<file path="config.mk">
export PLATFORM = sky130hd
export DESIGN_NAME = or_job_sequencer_flat
export DESIGN_NICKNAME = d
export VERILOG_FILES = /design/src/rtl/or_job_sequencer_if.sv /design/src/rtl/or_job_sequencer.sv /design/src/flat_wrapper.sv
export SDC_FILE = /design/constraint.sdc
export NUM_CORES = 1
export LEC_CHECK = 0
export ABC_AREA = 1
export CAP_MARGIN = 20
export CELL_PAD_IN_SITES_DETAIL_PLACEMENT = 0
export CELL_PAD_IN_SITES_GLOBAL_PLACEMENT = 1
export CORE_MARGIN = 2
export CORE_UTILIZATION = 29
export DETAILED_ROUTE_END_ITERATION = 12
export PLACE_DENSITY_LB_ADDON = 0.1
export SYNTH_ARGS = -nofsm -noshare
export SYNTH_HDL_FRONTEND = slang
export SYNTH_SLANG_ARGS = --single-unit
</file>
<file path="constraint.sdc">
create_clock -name CLK -period 1.35 [get_ports CLK]
set_clock_uncertainty 0.15 [all_clocks]
set_input_delay 0.27 -clock CLK [delete_from_list [all_inputs] [get_ports CLK]]
set_output_delay 0.27 -clock CLK [all_outputs]
set_load 0.03 [all_outputs]
</file>
<file path="src/rtl/or_job_sequencer_if.sv">
// Signal bundle between or_job_sequencer and its job source, result sink and OR datapath.
// master: the sequencer side; slave: the job source / result sink / datapath side.
interface or_job_sequencer_if;
  logic       job_valid;
  logic       job_ready;
  logic [7:0] job_a;
  logic [7:0] job_b;

  logic       res_valid;
  logic       res_ready;
  logic [7:0] res_data;

  logic [2:0] write_address;
  logic [7:0] write_data;
  logic       write_en;
  logic       write_rdy;

  logic [2:0] read_address;
  logic       read_en;
  logic [7:0] read_data;
  logic       read_rdy;

  modport master (
    input  job_valid, job_a, job_b,
    output job_ready,
    output res_valid, res_data,
    input  res_ready,
    output write_address, write_data, write_en,
    input  write_rdy,
    output read_address, read_en,
    input  read_data, read_rdy
  );

  modport slave (
    output job_valid, job_a, job_b,
    input  job_ready,
    input  res_valid, res_data,
    output res_ready,
    input  write_address, write_data, write_en,
    output write_rdy,
    input  read_address, read_en,
    output read_data, read_rdy
  );
endinterface

</file>
<file path="src/rtl/or_job_sequencer.sv">
// Bus master that pushes one A/B operand pair into the OR datapath, pops the Y result and
// returns it on a valid/ready port. Optional poll watchdog: define OR_JOB_SEQUENCER_TIMEOUT_EN.
module or_job_sequencer #(
  parameter int unsigned TIMEOUT_CYCLES = 1024
) (
  input  logic                      CLK,
  input  logic                      RST_N,
  or_job_sequencer_if.master        bus,
  output logic                      busy,
  output logic [7:0]                done_count,
  output logic                      timeout_err
);

  localparam logic [2:0] S_IDLE   = 3'd0;
  localparam logic [2:0] S_CHK_A  = 3'd1;
  localparam logic [2:0] S_WR_A   = 3'd2;
  localparam logic [2:0] S_CHK_B  = 3'd3;
  localparam logic [2:0] S_WR_B   = 3'd4;
  localparam logic [2:0] S_WAIT_Y = 3'd5;
  localparam logic [2:0] S_POP_Y  = 3'd6;
  localparam logic [2:0] S_OUT    = 3'd7;

  localparam logic [2:0] ADDR_A_FULL_N  = 3'd0;
  localparam logic [2:0] ADDR_B_FULL_N  = 3'd1;
  localparam logic [2:0] ADDR_Y_EMPTY_N = 3'd2;
  localparam logic [2:0] ADDR_Y_DATA    = 3'd3;
  localparam logic [2:0] ADDR_A_PUSH    = 3'd4;
  localparam logic [2:0] ADDR_B_PUSH    = 3'd5;

  logic [2:0] state;
  logic [2:0] state_next;
  logic [7:0] a_q;
  logic [7:0] b_q;
  logic [7:0] res_q;
  logic       accept;
  logic       abandon;

  assign accept = (state == S_IDLE) && bus.job_valid;

  always_comb begin
    // NOTE: state_next gets a default before the case so no path leaves it unassigned (no latch).
    state_next = state;
    case (state)
      S_IDLE:   if (bus.job_valid)    state_next = S_CHK_A;
      S_CHK_A:  if (bus.read_data[0]) state_next = S_WR_A;
      S_WR_A:   if (bus.write_rdy)    state_next = S_CHK_B;
      S_CHK_B:  if (bus.read_data[0]) state_next = S_WR_B;
      S_WR_B:   if (bus.write_rdy)    state_next = S_WAIT_Y;
      S_WAIT_Y: if (bus.read_data[0]) state_next = S_POP_Y;
      S_POP_Y:  if (bus.read_rdy)     state_next = S_OUT;
      S_OUT:    if (bus.res_ready)    state_next = S_IDLE;
    endcase
    if (abandon) state_next = S_IDLE;
  end

  // Bus outputs decode from the state register alone; status polls keep read_en low
  // because a strobed read of a status address would dequeue the FIFO behind it.
  always_comb begin
    bus.job_ready     = 1'b0;
    bus.res_valid     = 1'b0;
    bus.write_address = 3'd0;
    bus.write_data    = 8'h00;
    bus.write_en      = 1'b0;
    bus.read_address  = 3'd0;
    bus.read_en       = 1'b0;
    case (state)
      S_IDLE:   bus.job_ready = 1'b1;
      S_CHK_A:  bus.read_address = ADDR_A_FULL_N;
      S_WR_A: begin
        bus.write_address = ADDR_A_PUSH;
        bus.write_data    = a_q;
        bus.write_en      = 1'b1;
      end
      S_CHK_B:  bus.read_address = ADDR_B_FULL_N;
      S_WR_B: begin
        bus.write_address = ADDR_B_PUSH;
        bus.write_data    = b_q;
        bus.write_en      = 1'b1;
      end
      S_WAIT_Y: bus.read_address = ADDR_Y_EMPTY_N;
      S_POP_Y: begin
        bus.read_address = ADDR_Y_DATA;
        bus.read_en      = 1'b1;
      end
      S_OUT:    bus.res_valid = 1'b1;
    endcase
  end

  assign bus.res_data = res_q;
  assign busy         = (state != S_IDLE);

  // NOTE: clocked state uses non-blocking assignments so every register samples pre-edge values.
  always_ff @(posedge CLK or negedge RST_N) begin
    if (!RST_N) begin
      state      <= S_IDLE;
      a_q        <= 8'h00;
      b_q        <= 8'h00;
      res_q      <= 8'h00;
      done_count <= 8'h00;
    end else begin
      state <= state_next;
      if (accept) begin
        a_q <= bus.job_a;
        b_q <= bus.job_b;
      end
      if ((state == S_POP_Y) && bus.read_rdy) res_q <= bus.read_data;
      if ((state == S_OUT) && bus.res_ready) done_count <= done_count + 8'd1;
    end
  end

`ifdef OR_JOB_SEQUENCER_TIMEOUT_EN
  localparam logic [15:0] WAIT_LAST = 16'(TIMEOUT_CYCLES - 1);

  logic [15:0] wait_cnt;
  logic        poll_state;
  logic        timeout_q;

  assign poll_state = (state == S_CHK_A) || (state == S_CHK_B) || (state == S_WAIT_Y);

  // The TIMEOUT_CYCLES-th poll cycle without progress drops the job; progress wins a tie.
  assign abandon = poll_state && !bus.read_data[0] && (wait_cnt == WAIT_LAST);

  always_ff @(posedge CLK or negedge RST_N) begin
    if (!RST_N) begin
      wait_cnt  <= 16'd0;
      timeout_q <= 1'b0;
    end else begin
      if (state == S_IDLE) wait_cnt <= 16'd0;
      else if (poll_state) wait_cnt <= wait_cnt + 16'd1;
      if (abandon) timeout_q <= 1'b1;
    end
  end

  assign timeout_err = timeout_q;
`else
  logic unused_timeout_cfg;
  assign unused_timeout_cfg = |TIMEOUT_CYCLES;
  assign abandon            = 1'b0;
  assign timeout_err        = 1'b0;
`endif

endmodule

</file>
<file path="src/flat_wrapper.sv">
// flat-port wrapper written by rule: the top's interface ports become plain ports
module or_job_sequencer_flat 
#(
  parameter int unsigned TIMEOUT_CYCLES = 1024
)
  (CLK, RST_N, busy, done_count, timeout_err, bus_job_valid, bus_job_a, bus_job_b, bus_job_ready, bus_res_valid, bus_res_data, bus_res_ready, bus_write_address, bus_write_data, bus_write_en, bus_write_rdy, bus_read_address, bus_read_en, bus_read_data, bus_read_rdy);
  or_job_sequencer_if bus_i ();
  input  logic CLK;
  input  logic RST_N;
  output logic busy;
  output logic [7:0] done_count;
  output logic timeout_err;
  input wire logic [$bits(bus_i.job_valid)-1:0] bus_job_valid;
  input wire logic [$bits(bus_i.job_a)-1:0] bus_job_a;
  input wire logic [$bits(bus_i.job_b)-1:0] bus_job_b;
  output wire logic [$bits(bus_i.job_ready)-1:0] bus_job_ready;
  output wire logic [$bits(bus_i.res_valid)-1:0] bus_res_valid;
  output wire logic [$bits(bus_i.res_data)-1:0] bus_res_data;
  input wire logic [$bits(bus_i.res_ready)-1:0] bus_res_ready;
  output wire logic [$bits(bus_i.write_address)-1:0] bus_write_address;
  output wire logic [$bits(bus_i.write_data)-1:0] bus_write_data;
  output wire logic [$bits(bus_i.write_en)-1:0] bus_write_en;
  input wire logic [$bits(bus_i.write_rdy)-1:0] bus_write_rdy;
  output wire logic [$bits(bus_i.read_address)-1:0] bus_read_address;
  output wire logic [$bits(bus_i.read_en)-1:0] bus_read_en;
  input wire logic [$bits(bus_i.read_data)-1:0] bus_read_data;
  input wire logic [$bits(bus_i.read_rdy)-1:0] bus_read_rdy;
  assign bus_i.job_valid = bus_job_valid;
  assign bus_i.job_a = bus_job_a;
  assign bus_i.job_b = bus_job_b;
  assign bus_job_ready = bus_i.job_ready;
  assign bus_res_valid = bus_i.res_valid;
  assign bus_res_data = bus_i.res_data;
  assign bus_i.res_ready = bus_res_ready;
  assign bus_write_address = bus_i.write_address;
  assign bus_write_data = bus_i.write_data;
  assign bus_write_en = bus_i.write_en;
  assign bus_i.write_rdy = bus_write_rdy;
  assign bus_read_address = bus_i.read_address;
  assign bus_read_en = bus_i.read_en;
  assign bus_i.read_data = bus_read_data;
  assign bus_i.read_rdy = bus_read_rdy;
  or_job_sequencer #(.TIMEOUT_CYCLES(TIMEOUT_CYCLES)) u_core (.CLK(CLK), .RST_N(RST_N), .bus(bus_i), .busy(busy), .done_count(done_count), .timeout_err(timeout_err));
endmodule
</file>
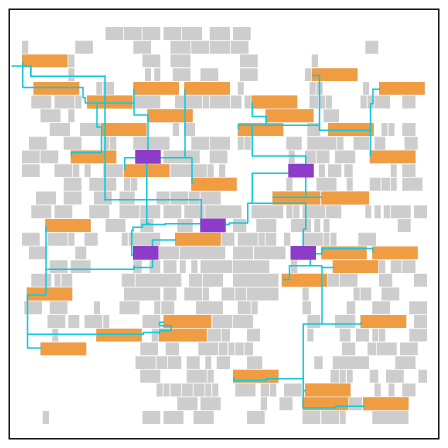
*Clock distribution*
flip-flops -> orange  # count 35
clock drivers -> purple  # count 5
clock wires -> cyan  # length 546 microns
flops lie = spread over the die

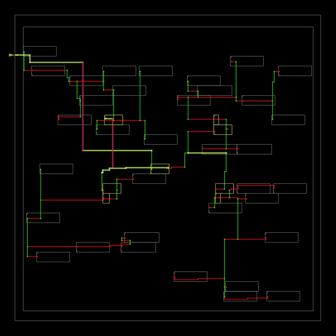
*The clock network*
number of sinks on the clock net: 35
number of clock buffer instances in the layout: 7

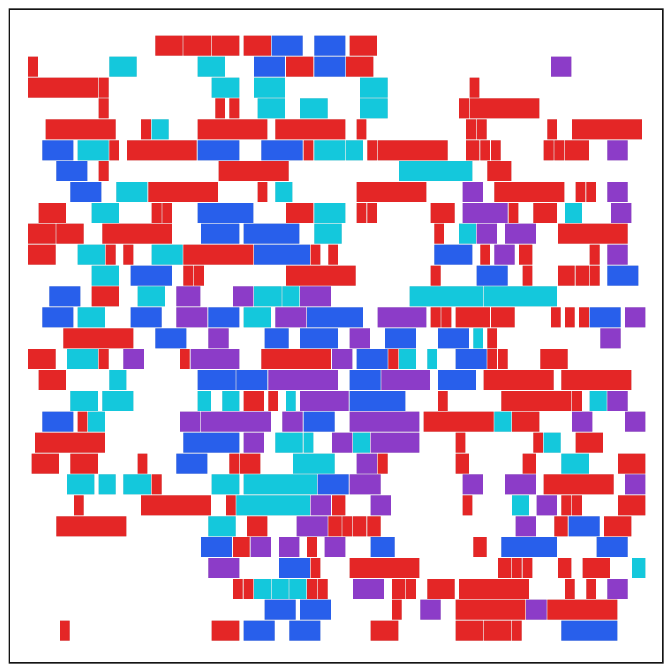
*Drive-strength map*
_3 and _4 cells -> purple  # cells 54
_0 and _1 cells -> red  # cells 165
_6 and larger -> blue  # cells 51
_2 cells -> cyan  # cells 61
Final Cell Area: 3420 sq um
Synth-to-Final Area Change: 80.1%

==> results.md <==
| Group | Parameter | Reported |
|:---|:---|:---|
| outcome | Run status | complete, but fails checks |
| outcome | Violated checks | negative setup slack |
| placement | # port buffers | 62 |
| synthesis | # Cells Yosys | 228 |
| pwr | Maximum vdd drop | 0.00111 V |
| placement | Weighted congestion reported at the end of routability-driven placement | 0.752 |
| cts | CTS tree | done |
| synthesis | Arithmetic-cell share of the synthesized area counting full adders, half adders and majority gates | 3.30% |
| synthesis | Seq cells post-synth | 35 |
| worst setup path | Kind of end point of the critical path | output port |
| drt | Vias post-DR | 1,891 |
| worst setup path | Buffering stage count on the worst path with inverters included | 3 |
| cells and area | Comb area | 1230 sq um |
| synthesis | Post-synthesis compound-gate area fraction | 5.93% |
| synthesis | Combined area of all synthesized cells | 1900 sq um |
| cells and area | Number of sequential cells in the layout | 35 |
| cells and area | Fraction of area in multi-input gates | 36.0% |
| drt | Post-detailed-route DRC marker count | 0 |
| cells and area | Share of cells above drive strength 1 | 50.2% |
| final timing | Final worst path period share | 140% |
| global route | First-pass GRT wire length | 8800 microns |
| synthesis | Post-synthesis sequential area ratio | 46.1% |
| worst setup path | Launch instance of the worst register-to-register path | u_core.state[0]$_DFFE_PN0P_ |
| cts | Clock latency reported for the late side of the worst-skew pair | 0.28 ns |
| worst setup path | Terminus of the critical flop-to-flop path | u_core.state[0]$_DFFE_PN0P_ |
| synthesis | Synthesized area per cell | 8.32 sq um |
| global route | Congestion Overflow GR | 0 |
| global route | Met3 Usage GRT | 3.79% |
| cells and area | Bufs w/o clock | 102 |
| drt | Initial DRT Pass Iterations | 4 |
| placement | Placed cell count | 378 |
| cells and area | Fin cells | 408 |
| worst hold path | Class of the most critical hold timing path | flop to flop |
| floorplanning | Floorplan Utilization | 29.9% |
| floorplanning | Num ports | 66 |
| worst setup path | Worst r2r path cells | 10 |
| worst hold path | Capture endpoint of the worst hold path | u_core.bus.res_data[2]$_DFFE_PN0P_ |
| cts | H-tree lvl count | 2 |
| global route | Global-route track usage on met1 | 20.4% |
| cells and area | Filler Cells Inserted | 577 |
| floorplanning | Number of standard-cell rows in the floorplan | 29 |
| synthesis | Total cell area reported by yosys after synthesis | 1900 sq um |
| cells and area | Fraction of cell area in non-clock buffers | 29.6% |
| worst setup path | Delay of the slowest critical-path stage | 0.41 ns |
| pwr | Pwr Total | 7.32 mW |
| synthesis | Yosys xor share | 2.31% |
| synthesis | Post-synthesis simple-gate area fraction | 32.7% |
| worst setup path | Minimum setup slack among reg-to-reg paths | -0.31 ns |
| cts | Number of buffers created by CTS | 5 |
| synthesis | Netlist cell types | 25 |
| cts | Max Buffers Root-to-Sink | 2 |
| drt | Residual antenna-violating net count after detailed routing | 0 |
| synthesis | Dominant combinational cell family by area after synthesis | simple AND/OR/NAND/NOR gates |
| final timing | Setup TNS | -15.62 ns |
| worst setup path | Classification of the worst setup path | flop to output port |
| worst setup path | Sequence of cells on the critical path | inv_2, ha_4, nand2_8, inv_8, a32o_2, buf_6 |
| worst hold path | Hold Startpoint | u_core.bus.res_data[2]$_DFFE_PN0P_ |
| placement | Half-perimeter wire length after placement | 3550 microns |
| final timing | Worst Setup Slack, final | -0.541 ns |
| global route | Busiest grt layer | met2 |
| cells and area | Sequential standard cell area | 882 sq um |
| pwr | Leakage power | 1.72 nW |
| worst setup path | Arrival time worst endpoint | 1.47 ns |
| floorplanning | Placeable core region | 6350 sq um |
| final timing | Count of endpoints failing setup in the final report | 53 |
| cells and area | Finished Core Util | 53.8% |
| global route | Largest net degree at the start of global routing | 36 |
| synthesis | Gate Count Post-Synth | 228 |
| cells and area | Total number of nets in the final design | 365 |
| final timing | Fin crit period | 1.89 ns |
| cells and area | Number of multi-input combinational cells in the layout | 163 |
| job | Number of maximum-capacitance violations | 0 |
| final timing | Number of hold violations in the final report | 0 |
| global route | GR met2 Demand/Resource | 24.6% |
[worst max path at each step]
stage	from	to	slack [ns]	depth (start not counted)
2_1_floorplan	u_core.state[0]$_DFFE_PN0P_	bus_write_data[0]	-0.15	4
3_3_place_gp	u_core.state[2]$_DFFE_PN0P_	u_core.state[0]$_DFFE_PN0P_	-0.28	7
3_5_place_dp	bus_res_ready	u_core.done_count[6]$_DFFE_PN0P_	-0.29	6
4_1_cts	u_core.state[0]$_DFFE_PN0P_	bus_write_data[0]	-0.54	5
5_1_grt	u_core.state[0]$_DFFE_PN0P_	bus_write_data[0]	-0.59	5
6_report	u_core.state[1]$_DFFE_PN0P_	bus_write_data[0]	-0.54	6
[repair_timing]
item	CTS	global route
endpoints found under the setup margin	51	54
hold buffers	1	0
setup buffers	12	8
cloned	3	1
pin swaps	33	11
hold endpoints to repair	35	0
resized	91	32
[metrics by stage]
step                hold WS (ns)  area, sq um  setup slack [ns]
floorplan                 -0.176         1990            -0.153
CTS                        0.328         3270            -0.536
global route               0.349         3420            -0.591
detailed placement         0.110         2690            -0.289
global placement           0.103         2690            -0.283
finish                     0.321         3420            -0.541
[power breakdown]
group	switching (mW)	internal (mW)	total, mW
Clock	0.381	0.362	0.743
Combinational	2.54	2.22	4.76
Sequential	0.332	1.48	1.82
[tightest hold or removal path: cells and delay by family, from the launching register on]
kind | cells | cell delay, ns
flip-flops | 1 | 0.34
AND/OR/NAND/NOR | 2 | 0.09
[per-layer routing]
metal / part of all wire (%) / vias to the layer above
met4: 0.70 / 0
met5: 0 / -
li1: - / 942
met3: 5.3 / 4
met2: 49 / 49
met1: 45 / 896
[sequential cells by signal, indices dropped and copies added, names as in the netlist]
name,cells
u_core.b_q,8
u_core.a_q,8
u_core.state,3
u_core.bus.res_data,8
u_core.done_count,8
[kinds of logic after synthesis]
group | count (synthesis)
and+or+nand+nor | 135
DFF | 35
buffers and inverters | 34
AOI/OAI and AO/OA | 13
xor gates and xnor gates | 5
adders and majority gates | 5
other | 1
[synth_stat cells]
master | n | area share, %
nand2_1 | 83 | 16
nand3_1 | 37 | 9.8
dfrtp_1 | 35 | 46
inv_1 | 18 | 3.6
a32o_1 | 8 | 4.2
buf_4 | 5 | 2.0
ha_1 | 5 | 3.3
buf_2 | 4 | 1.1
nor2_1 | 4 | 0.79
xor2_1 | 4 | 1.8
buf_6 | 3 | 1.8
nand2_2 | 3 | 0.99
o21bai_1 | 3 | 1.2
inv_2 | 2 | 0.40
inv_4 | 2 | 0.66
nand4_1 | 2 | 0.66
nor2_4 | 2 | 1.2
conb_1 | 1 | 0.20
nand2_4 | 1 | 0.59
nand3_2 | 1 | 0.53
nand3_4 | 1 | 0.92
nor3_4 | 1 | 0.86
o21ai_0 | 1 | 0.26
o21ai_1 | 1 | 0.26
xnor2_1 | 1 | 0.46
[placed cells by master (no fill, tap or decap), types with 5 or more instances in the layout]
master and instances:
nand2_1 61, buf_4 35, buf_6 31, dfrtp_1 30, clkdlybuf4s50_1 28, nand3_2 22, nand2_2 17, inv_1 14
nand3_1 12, a32o_2 8, nand2_4 6, nand2_8 5, nand3_4 5, clkbuf_8 5, dfrtp_2 5
No activity file was given, so power comes from the tool's default toggle rates.
